==> config.mk <==
export PLATFORM = sky130hd
export DESIGN_NAME = serial_frame_rx
export DESIGN_NICKNAME = d
export VERILOG_FILES = /design/src/rtl/serial_frame_rx.sv
export SDC_FILE = /design/constraint.sdc
export NUM_CORES = 1
export LEC_CHECK = 0
export CORE_AREA = 2 2 73 75
export CTS_CLUSTER_DIAMETER = 100
export DETAILED_ROUTE_END_ITERATION = 8
export DIE_AREA = 0 0 75 77
export HOLD_SLACK_MARGIN = 0.15
export PLACE_DENSITY = 0.62
export SLEW_MARGIN = 10
export SYNTH_ARGS = -nofsm -noshare
export SYNTH_HDL_FRONTEND = slang
export SYNTH_SLANG_ARGS = --single-unit
==> constraint.sdc <==
create_clock -name clk -period 1.7 [get_ports clk]
set_input_delay 0.34 -clock clk [delete_from_list [all_inputs] [get_ports clk]]
set_output_delay 0.34 -clock clk [all_outputs]
set_load 0.03 [all_outputs]
run_1/route_heat.png
Bar = 20 um. 15 x 15 tiles, from dark purple (low) to yellow (high), scaled to the fullest tile. Values are wire area over tile area, all layers added.
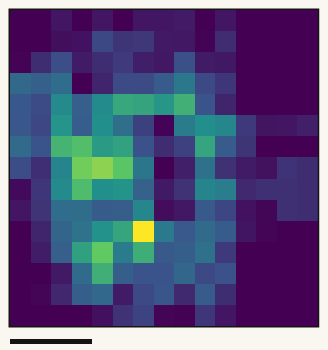
densest ninth of the die: west
nearly empty tiles: 30%
fullest tile: 0.41
emptiest ninth of the die: north-east
mean over tiles: 0.080
Routed WL: 2940 um
GRT Overall Usage: 11.5%
vias post-DR: 1018

run_1/class_map.png
Bar = 20 um.
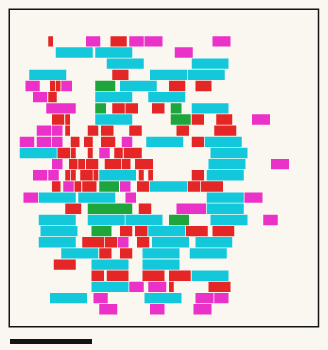
[cyan] registers | cells: 42 | share of their area: 49%
[green] clock drivers and dummy loads | cells: 8 | share of their area: 5.3%
[red] remaining logic cells | cells: 67 | share of their area: 27%
[magenta] remaining buffers and delay cells | cells: 37 | share of their area: 18%
utilization after layout: 44.7%
Core ar.: 4980 um^2

run_1/port_trees.png
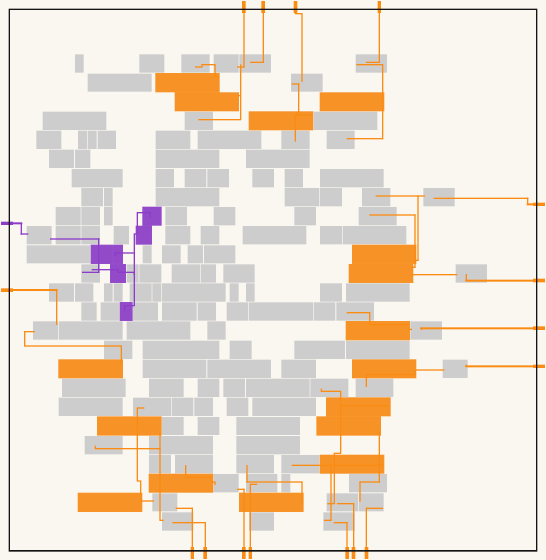
[orange] dout | direction: output | edge: 7 south, 4 north, 4 east, 1 west | end cells: 16 | wire: 410 um
[purple] en | direction: input | edge: west | end cells: 6 | wire: 45.6 um
port bufs: 24
num ports: 26

run_1/sizing.png
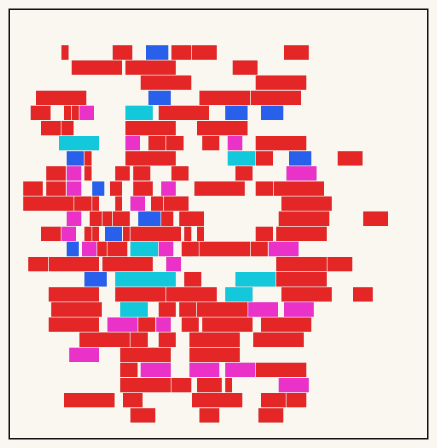
[red] x1 and smaller | cells: 112 | share: 73%
[magenta] x3 and x4 | cells: 23 | share: 15%
[cyan] x6 and larger | cells: 8 | share: 5.2%
[blue] x2 | cells: 11 | share: 7.1%
design area: 2230 um^2
Buffers excl. clock: 37
layout overhead on the synthesized area: 32.5%

==> out/metrics.cfg, run 1 <==
[setup_path]
max_stage_delay_ps=670
r2r_setup_slack_ps=240
cpLargestDelayFamily=buffers and inverters
crit_cells=1
critPathSlowestCell=clkdlybuf4s50_1
path_max_fanout=2
start_kind=register
cp_num_buf_inv=1

[job]
cap_viol_max_count=0

[logic_synthesis]
ys_ff=42
top_cell=dfrtp_1
yosys-stat-area_um2=1680
netlist_area_um2=1680
postSynthCellCount=115
common_cells=42 x dfrtp_1, 19 x a22o_1, 10 x mux2_4

[clock_tree]
clk_latency_ps=290
cts.path.max_buffers=2
cts_tree=yes
cts_sinks=42
postCtsHoldBufs=0

[floorplan]
num_rows=26
core_util_floorplan_pct=33.8

[status]
status=completed

[pwr]
intPower_w=0.00166
leakage_nw=1.24

[placed_design]
place_hpwl_um=2010

[route]
wl_per_cell_um=13.1
drt_iter0_drc=40
route.detailed.drc=0

[cells_and_area]
antenna_cells=0

[final_timing]
timing.final.hold_violations=0

==> run 1: routing by layer <==
metal,GRT usage [%],vias up
li1,-,484
met1,15.1,506
met2,17.3,21
met3,3.29,7
met4,5.71,0
met5,0,-
==> run 1: stage by stage <==
step / cells / setup WS, ps
final: 224 / 41.8
after detailed placement: 216 / -204
after global placement: 216 / -136
after floorplan: 115 / 246
after CTS: 224 / 13.5
after global routing: 224 / 0.468
==> run 1: area by class of cell <==
class	instances	area [um^2]
fillers	457	2750
flip-flops and latches	42	1050
multi-input cells	63	571
repair buffers	37	388
well taps	70	87.6
clock buffers	5	68.8
clock inverters	3	45.0
inverters	4	15.0
==> run 1: cell usage in the layout, fill, tap and decap left out, drive strengths merged <==
cell and count:
nand2b 1, and4b 1, mux2 17, nand4b 1, inv 4, nand2 4, bufinv 1, dfrtp 42
and3 2, conb 1, o21ai 2, nor2 5, clkbuf 5, buf 13, a21oi 1, a211o 1
dlymetal6s2s 10, clkinvlp 2, clkdlybuf4s15 1, a22o 19, clkdlybuf4s50 13, nand3b 1, ha 2, nor2b 3
or2 1, mux2i 1
==> run 1: logic make-up (layout without fill, tap and decap cells) <==
family	Yosys count	after routing	share of synthesized area, %
flops	42	42	62.5
fa+ha+maj	2	2	1.49
compound gates	23	23	11.3
buf+inv	10	49	3.87
mux	18	18	14.2
simple gates	19	19	6.33
other cells	1	1	0.223
==> run 1: power by group through the flow <==
stage          clock (W)  combinational, W  sequential, W
6_report        0.000773          0.000277        0.00115
5_1_grt         0.000838          0.000308        0.00116
4_1_cts         0.000791          0.000278        0.00115
3_5_place_dp           0          0.000280        0.00116
3_3_place_gp           0          0.000272        0.00116
2_1_floorplan          0          0.000183        0.00116
==> run 1: repair_timing <==
action                     in CTS  in global routing
gates cloned                    0                  0
gates resized                   1                 12
setup endpoints to repair       1                 22
## Run 2: what changed since run 1
Settings changed: CTS_CLUSTER_DIAMETER 100 to 150.
run_2/sizing.png
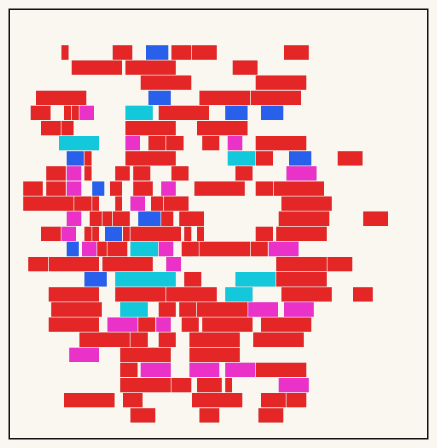
[cyan] x6 and larger | cells: 8 | share: 5.2%
[red] x1 and smaller | cells: 112 | share: 73%
[magenta] x3 and x4 | cells: 23 | share: 15%
[blue] x2 | cells: 11 | share: 7.1%
setup ws final: 41.8 ps

==> out/metrics.cfg, run 2 <==
[final_timing]
period_used_pct=97.5
timing.final.hold_violations=0

[setup_path]
critPathSlowestCell=clkdlybuf4s50_1
max_stage_delay_ps=670
cp_num_buf_inv=1
start_kind=register
r2r_setup_slack_ps=240
cpLargestDelayFamily=buffers and inverters
crit_cells=1

[clock_tree]
cts_tree=yes
cts.path.max_buffers=2
clk_latency_ps=290
root_buffer=clkbuf_8
cts_sinks=42
postCtsHoldBufs=0

[floorplan]
core_util_floorplan_pct=33.8
pin_count=26
core_area_um2=4980
num_rows=26

[pwr]
worst_ir_drop_vdd_mv=0.529

[placed_design]
placed_area_um2=2080
place_hpwl_um=2010

[logic_synthesis]
common_cells=42 x dfrtp_1, 19 x a22o_1, 10 x mux2_4
ys_ff=42
postSynthCellCount=115
top_cell=dfrtp_1
synth_area_per_cell_um2=14.6

[global_routing]
gr-usage-all-layers_pct=11.5

[route]
drt-total-wl_um=2940
drt_iter0_drc=40
route.detailed.drc=0

[job]
cap_viol_max_count=0

[status]
status=completed

[cells_and_area]
layout_top_cells=42 x dfrtp_1, 19 x a22o_1, 13 x clkdlybuf4s50_1
final_cell_area_um2=2230
syn2layout_area_growth_pct=32.5
lay_top_count=dfrtp_1
antenna_cells=0

run_2/route_heat.png
Bar = 20 um. 15 x 15 tiles, from dark purple (low) to yellow (high), scaled to the fullest tile. Values are wire area over tile area, all layers added.
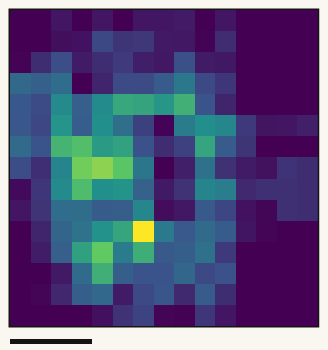
mean over tiles: 0.080
nearly empty tiles: 30%
densest ninth of the die: west
tiles over half the peak: 9.8%
drt wl/cell: 13.1 um

run 2: routing by layer:
metal,routed length [um],part of all wire [%],track usage (%),vias to the layer above
met1,1320,45,15.1,506
li1,-,-,-,484
met3,119,4.1,3.29,7
met5,0,0,0,-
met2,1430,49,17.3,21
met4,65,2.2,5.71,0
run 2: power by group through the flow:
stage / clock network (W) / registers [W] / logic [W]
4_1_cts: 0.000791 / 0.00115 / 0.000278
5_1_grt: 0.000838 / 0.00116 / 0.000308
3_5_place_dp: 0 / 0.00116 / 0.000280
2_1_floorplan: 0 / 0.00116 / 0.000183
6_report: 0.000773 / 0.00115 / 0.000277
3_3_place_gp: 0 / 0.00116 / 0.000272
run 2: timing repair:
action	4_1_cts	5_1_grt
gates resized	1	12
setup buffers	0	0
endpoints found under the setup margin	1	22
run 2: area by class of cell:
| cell class | instances | area, um^2 |
|---|---|---|
| clock inverters | 3 | 45.0 |
| multi-input cells | 63 | 571 |
| repair buffers | 37 | 388 |
| clock buffers | 5 | 68.8 |
| flip-flops and latches | 42 | 1050 |
| well taps | 70 | 87.6 |
| inverters | 4 | 15.0 |
| fillers | 457 | 2750 |
run 2: metrics by stage:
stage	util, %	worst slack, ps	power [W]	setup TNS [ps]	cells
finish	44.7	41.8	0.00220	0	224
global route	44.7	0.468	0.00231	0	224
CTS	44.1	13.5	0.00222	0	224
detailed placement	41.9	-204	0.00144	-5230	216
floorplan	-	246	0.00134	0	115
global placement	41.9	-136	0.00144	-3310	216
run 2: cells by family (layout without fill, tap and decap cells):
logic type / count (synthesis) / count (layout) / share of synthesized area (%)
flops: 42 / 42 / 62.5
other cells: 1 / 1 / 0.223
simple gates: 19 / 19 / 6.33
buf+inv: 10 / 49 / 3.87
fa+ha+maj: 2 / 2 / 1.49
compound gates: 23 / 23 / 11.3
mux: 18 / 18 / 14.2
run 2: worst min-delay path: cells and delay by family:
family	cells	cell delay, ps
buffers and inverters	3	740
Power is estimated from default activity; no workload was simulated.
